**config.mk**
```make
export PLATFORM = sky130hd
export DESIGN_NAME = display_scanner
export DESIGN_NICKNAME = d
export VERILOG_FILES = /design/src/rtl/display_scanner_pkg.sv /design/src/rtl/scan_tick_gen.sv /design/src/rtl/display_scanner.sv
export SDC_FILE = /design/constraint.sdc
export NUM_CORES = 1
export LEC_CHECK = 0
export CAP_MARGIN = 15
export CORE_ASPECT_RATIO = 0.6
export CORE_MARGIN = 1
export CORE_UTILIZATION = 56
export DETAILED_ROUTE_END_ITERATION = 16
export DONT_BUFFER_PORTS = 1
export PLACE_DENSITY_LB_ADDON = 0.12
export SYNTH_ARGS = -nofsm -noshare
export SYNTH_HDL_FRONTEND = slang
export SYNTH_SLANG_ARGS = --single-unit
```
**constraint.sdc**
```tcl
create_clock -name clk -period 2.81 [get_ports clk]
set_clock_uncertainty 0.15 [all_clocks]
set_input_delay 0.281 -clock clk [delete_from_list [all_inputs] [get_ports clk]]
set_output_delay 0.281 -clock clk [all_outputs]
set_load 0.02 [all_outputs]
```
**src/rtl/display_scanner_pkg.sv**
```systemverilog
// Shared constants for the multiplexed 7-segment display scanner.
//   DefNumDigits / DefPrescale / DefGuard : default parameter values
//   DigitSelDark                          : active-low digit enable with every digit off
package display_scanner_pkg;

  localparam int unsigned MaxDigits    = 8;
  localparam int unsigned DefNumDigits = 8;
  localparam int unsigned DefPrescale  = 50000;
  localparam int unsigned DefGuard     = 2;

  localparam logic [MaxDigits-1:0] DigitSelDark = '1;

endpackage

```
**src/rtl/scan_tick_gen.sv**
```systemverilog
// Slot prescaler for the display scanner.
//   clk, rst_n : clock and asynchronous active-low reset
//   cnt        : position inside the current digit slot, 0..PRESCALE-1
//   tick       : high in the last cycle of a slot (cnt == PRESCALE-1)
module scan_tick_gen
  import display_scanner_pkg::*;
#(
  parameter int unsigned PRESCALE = DefPrescale,
  parameter int unsigned CntW     = $clog2(PRESCALE)
) (
  input  logic            clk,
  input  logic            rst_n,
  output logic [CntW-1:0] cnt,
  output logic            tick
);

  logic [CntW-1:0] cnt_q, cnt_d;

  always_comb begin
    tick  = (cnt_q == CntW'(PRESCALE - 1));
    cnt_d = tick ? '0 : cnt_q + 1'b1;
  end

  always_ff @(posedge clk or negedge rst_n) begin
    if (!rst_n) begin
      cnt_q <= '0;
    end else begin
      cnt_q <= cnt_d;
    end
  end

  assign cnt = cnt_q;

endmodule

```
**src/rtl/display_scanner.sv**
```systemverilog
// Time-multiplexed scanner for NUM_DIGITS common-anode 7-segment digits.
//   clk, rst_n  : clock and asynchronous active-low reset
//   value_in    : hex value, nibble i shown on digit i
//   load        : capture value_in; takes effect from the next frame start
//   lz_en       : suppress leading zeros (digit 0 always shown)
//   blank_mask  : bit i forces digit i dark
//   hex_digit   : nibble of the digit currently scanned
//   digit_sel   : active-low one-hot digit enable, all ones when dark
//   digit_blank : current slot is dark (guard, mask or suppression)
//   frame_start : pulse in the first cycle of digit 0's slot
module display_scanner
  import display_scanner_pkg::*;
#(
  parameter int unsigned NUM_DIGITS = DefNumDigits,
  parameter int unsigned PRESCALE   = DefPrescale,
  parameter int unsigned GUARD      = DefGuard
) (
  input  logic                    clk,
  input  logic                    rst_n,
  input  logic [4*NUM_DIGITS-1:0] value_in,
  input  logic                    load,
  input  logic                    lz_en,
  input  logic [NUM_DIGITS-1:0]   blank_mask,
  output logic [3:0]              hex_digit,
  output logic [NUM_DIGITS-1:0]   digit_sel,
  output logic                    digit_blank,
  output logic                    frame_start
);

  localparam int unsigned CntW = $clog2(PRESCALE);
  localparam int unsigned IdxW = (NUM_DIGITS > 1) ? $clog2(NUM_DIGITS) : 1;

  logic [CntW-1:0] cnt;
  logic            tick;

  scan_tick_gen #(
    .PRESCALE (PRESCALE),
    .CntW     (CntW)
  ) u_scan_tick_gen (
    .clk   (clk),
    .rst_n (rst_n),
    .cnt   (cnt),
    .tick  (tick)
  );

  logic [IdxW-1:0]                idx_q;
  logic [NUM_DIGITS-1:0][3:0]     shadow_q, pending_q;
  logic                           pending_valid_q;
  logic                           frame_end;

  assign frame_end = tick && (idx_q == IdxW'(NUM_DIGITS - 1));

  always_ff @(posedge clk or negedge rst_n) begin
    if (!rst_n) begin
      idx_q <= '0;
    end else if (tick) begin
      idx_q <= frame_end ? '0 : idx_q + 1'b1;
    end
  end

  // Loads are staged in pending and only promoted to shadow on the frame
  // boundary, so a frame is always drawn from one value. A load landing on
  // the boundary itself bypasses pending and is the newest value.
  always_ff @(posedge clk or negedge rst_n) begin
    if (!rst_n) begin
      shadow_q        <= '0;
      pending_q       <= '0;
      pending_valid_q <= 1'b0;
    end else if (frame_end) begin
      if (load) begin
        shadow_q <= value_in;
      end else if (pending_valid_q) begin
        shadow_q <= pending_q;
      end
      pending_valid_q <= 1'b0;
    end else if (load) begin
      pending_q       <= value_in;
      pending_valid_q <= 1'b1;
    end
  end

  // Digit i>0 is a leading zero when it and every higher nibble are zero.
  logic [4*NUM_DIGITS-1:0] shadow_flat;
  logic [NUM_DIGITS-1:0]   suppress;

  assign shadow_flat = shadow_q;

  always_comb begin
    suppress = '0;
    for (int i = 1; i < int'(NUM_DIGITS); i++) begin
      suppress[i] = lz_en && ((shadow_flat >> (4 * i)) == '0);
    end
  end

  logic in_guard;
  logic dark;

  assign in_guard = (32'(cnt) < GUARD);
  assign dark     = in_guard || blank_mask[idx_q] || suppress[idx_q];

  assign hex_digit   = shadow_q[idx_q];
  assign digit_blank = dark;
  assign digit_sel   = dark ? DigitSelDark[NUM_DIGITS-1:0]
                            : ~(NUM_DIGITS'(1) << idx_q);
  assign frame_start = (idx_q == '0) && (cnt == '0);

endmodule

```
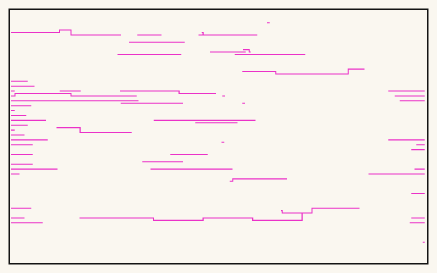
(images/m3.png)
- share of all routed wire: 6.5%
- longest straight run: 35.2 µm
- wire length on this layer: 656 µm
final WL: 10100 µm
met3 Resource Use GR: 8.83%

==> ci_impl_report.md <==
### Yosys + OpenROAD results

| Metric | Value |
|---|---|
| Ys flops | `84` |
| Cell family with most CP delay | `multiplexers` |
| GRT met1 Usage | `42.7%` |
| Top comb family, area | `multiplexers` |
| Largest class | `combinational gates` |
| Number of logic gates | `227` |
| Final Max Slew Viols | `0` |
| Inverters | `7` |
| Period Utilization, post-route | `97.5%` |
| Buffering overhead | `9.17%` |
| CP max FO | `6` |
| Tool Warnings | `32` |
| Flop pwr share | `47.3%` |
| Port-buffer cells | `0` |
| Max Used Layer | `met4` |
| Largest area contributor in the netlist | `dfrtp_1` |
| Chip height | `70.5 µm` |
| Lkg Pwr | `2.24 nW` |
| # rows | `24` |
| Placed cell areas | `4510 µm²` |
| GR Util All Layers | `27.2%` |
| Syn. warnings | `0` |
| Final std cells w/o fill | `485` |
| Worst-path cell chain | `mux4_2 > mux2_4 > a2111oi_2 > a22oi_1 > buf_4` |
| # clock sinks | `84` |
| Slowest cell on crit path | `mux4_2` |
| CTS tree | `built` |
| First-pass GRT wire length | `16200 µm` |
| Synth Seq Share | `47.9%` |
| DR WL/cell | `20.7 µm` |
| Fin. Hold Viols | `0` |
| Most frequent cells in the layout | `mux2_2, dfrtp_1, dlygate4sd3_1` |
| Top pwr grp | `registers` |
| Crit path largest cell delay | `0.50 ns` |
| Post-synth EDFFs | `0` |
| Clk network pwr share | `43.5%` |
| Largest net degree at the start of global routing | `85` |
| Register share of the cell area | `39.9%` |
| Combinational share of cell area | `42.1%` |
| Met1 Wirelength | `5090 µm` |
| Tightest Pin Transition | `0.513 ns` |
| GP Congestion | `0.889` |
| Post-Synth AOI/OAI Area | `4.17%` |
| Io pins | `58` |
| Layout cells sized above 1 | `39.1%` |
| CTS resizes | `4` |
| Synthesis area per yosys | `4380 µm²` |
| Dpl hpwl | `6520 µm` |
| Setup TNS | `0 ns` |
| Adder share | `2.28%` |
| Synth mux share | `30.7%` |
| Setup bufs post-CTS | `0` |
| Max IR drop VDD | `0.000480 V` |
| CP Launch Type | `register` |
| Pre-CTS WS | `0.291 ns` |
| Sequential cell count | `84` |
| DRT Pass-1 Iters | `4` |
| Async set-reset flop share out of synthesis | `100%` |
| Req. time, crit path | `2.38 ns` |
| Worst Setup End Kind | `output port` |
| Commonest flop | `dfrtp_1` |
| Yosys top cell by instances | `mux2_2` |
| Arrival @ worst endpoint | `2.31 ns` |
| Root Driver | `clkbuf_16` |
| Core Footprint | `7420 µm²` |
| Internal | `0.00216 W` |
| # clk buffers | `12` |
| Clk pin slew, worst setup/hold paths | `0.06 ns` |
| Max Cap Violations | `0` |
| Cells after DPL | `433` |
| Die Wd | `116 µm` |
| Relative slew slack | `65.5%` |
| Buffers, non-clock | `47` |
| Logic area | `2220 µm²` |
| DR WL met3 | `656 µm` |
| Final instance area | `5270 µm²` |
| Final clock-cell share | `5.77%` |
| Max-area cell share | `47.9%` |
| Synth Net Count | `388` |
| Sequential power | `0.00131 W` |
| Syn_area_per_cell | `13.0 µm²` |
| Total number of vias | `2889` |
| Vias in the first global route | `2981` |
| Fmax | `0.365 GHz` |
| N_diodes | `0` |
| Comb. pwr | `0.000257 W` |
| Switching Fraction | `22.1%` |
| Final setup viols | `0` |
| Total number of tap cells | `104` |
| Ys cells | `336` |
| Die area | `8200 µm²` |
| Number of vias per cell | `5.96` |
| Top cell excl fill/tap | `mux2_2` |
| Met2 usage | `35.8%` |
| Buffer depth of the longest clock path | `2` |
| Cell Area, Synth | `4380 µm²` |
| Fill count | `571` |
| Comb power frac | `9.3%` |
| Met2 routed WL | `4210 µm` |
| Cells after synthesis | `336` |
| WHS | `0.0573 ns` |
| Post-layout min period | `2.74 ns` |
| FP Core Util | `59.1%` |
| Post-route ant nets | `0` |
| Synth Area in XOR/XNOR | `2.40%` |
| Grt ovf | `0` |
| Power, Total | `0.00277 W` |
| DR iter-0 viols | `202` |
| PnR worst setup slack | `0.0704 ns` |
| CTS Buf Count | `9` |
| Pwr dens | `527 nW/µm²` |
| Core Util, Final | `71.0%` |
| Distinct lib cells used | `42` |
| Net Switching | `0.000612 W` |
| Nets | `428` |
| Status | `finished, final reports clean` |
| Simple share | `9.22%` |
| Initial antenna violation count | `0` |
| Top cells by area | `dfrtp_1, mux2_2, mux4_2` |
| Crit Path Category | `register to output port` |
| Area grow syn2layout | `20.1%` |
| Synth top cells by count | `mux2_2, dfrtp_1, nand2_1` |
| RSZ-0062 raised after global routing | `true` |
| CTS HTree Levels | `3` |
| Global-route layer with the greatest usage | `met1` |
| Residual DRC | `0` |
| Hold Path Class | `input port to register` |
| CP Buf/Inv Count | `1` |
| # hold bufs at CTS | `35` |
| Register Area | `2100 µm²` |
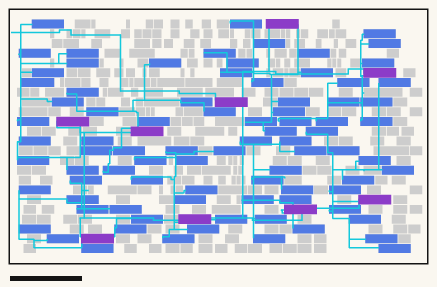
(images/clock_wires.png)
Scale bar: 20 µm.
- blue: flip-flops (count 84)
- purple: clock-net drivers (count 9)
- cyan: clock wires (length 1080 µm)
- flops lie: all over the die
- routed clock nets: 10
clk_lat worst skew: 0.34 ns
Clk power: 0.00121 W

worst paths after layout:
path	from	endpoint	slack (ns)	cells after the start
min in group asynchronous	rst_n	pending_q[20]	0.39	2
max	idx_q[0]	digit_sel[7]	0.07	5
max reg2reg	u_scan_tick_gen.cnt[1]	shadow_flat[10]	0.40	6
min reg2reg	u_scan_tick_gen.cnt[11]	u_scan_tick_gen.cnt[11]	0.35	1
max in group asynchronous	rst_n	idx_q[0]	1.77	2
min	value_in[28]	shadow_flat[28]	0.06	2
worst reg2reg max path, stage by stage, from the launching register on:
cell     delay [ns]
dfrtp_1        0.43
ha_1           0.26
and3_1         0.21
nand3_1        0.27
nor4_4         0.34
buf_12         0.25
mux2_2         0.38
Power is estimated from default activity; no workload was simulated.
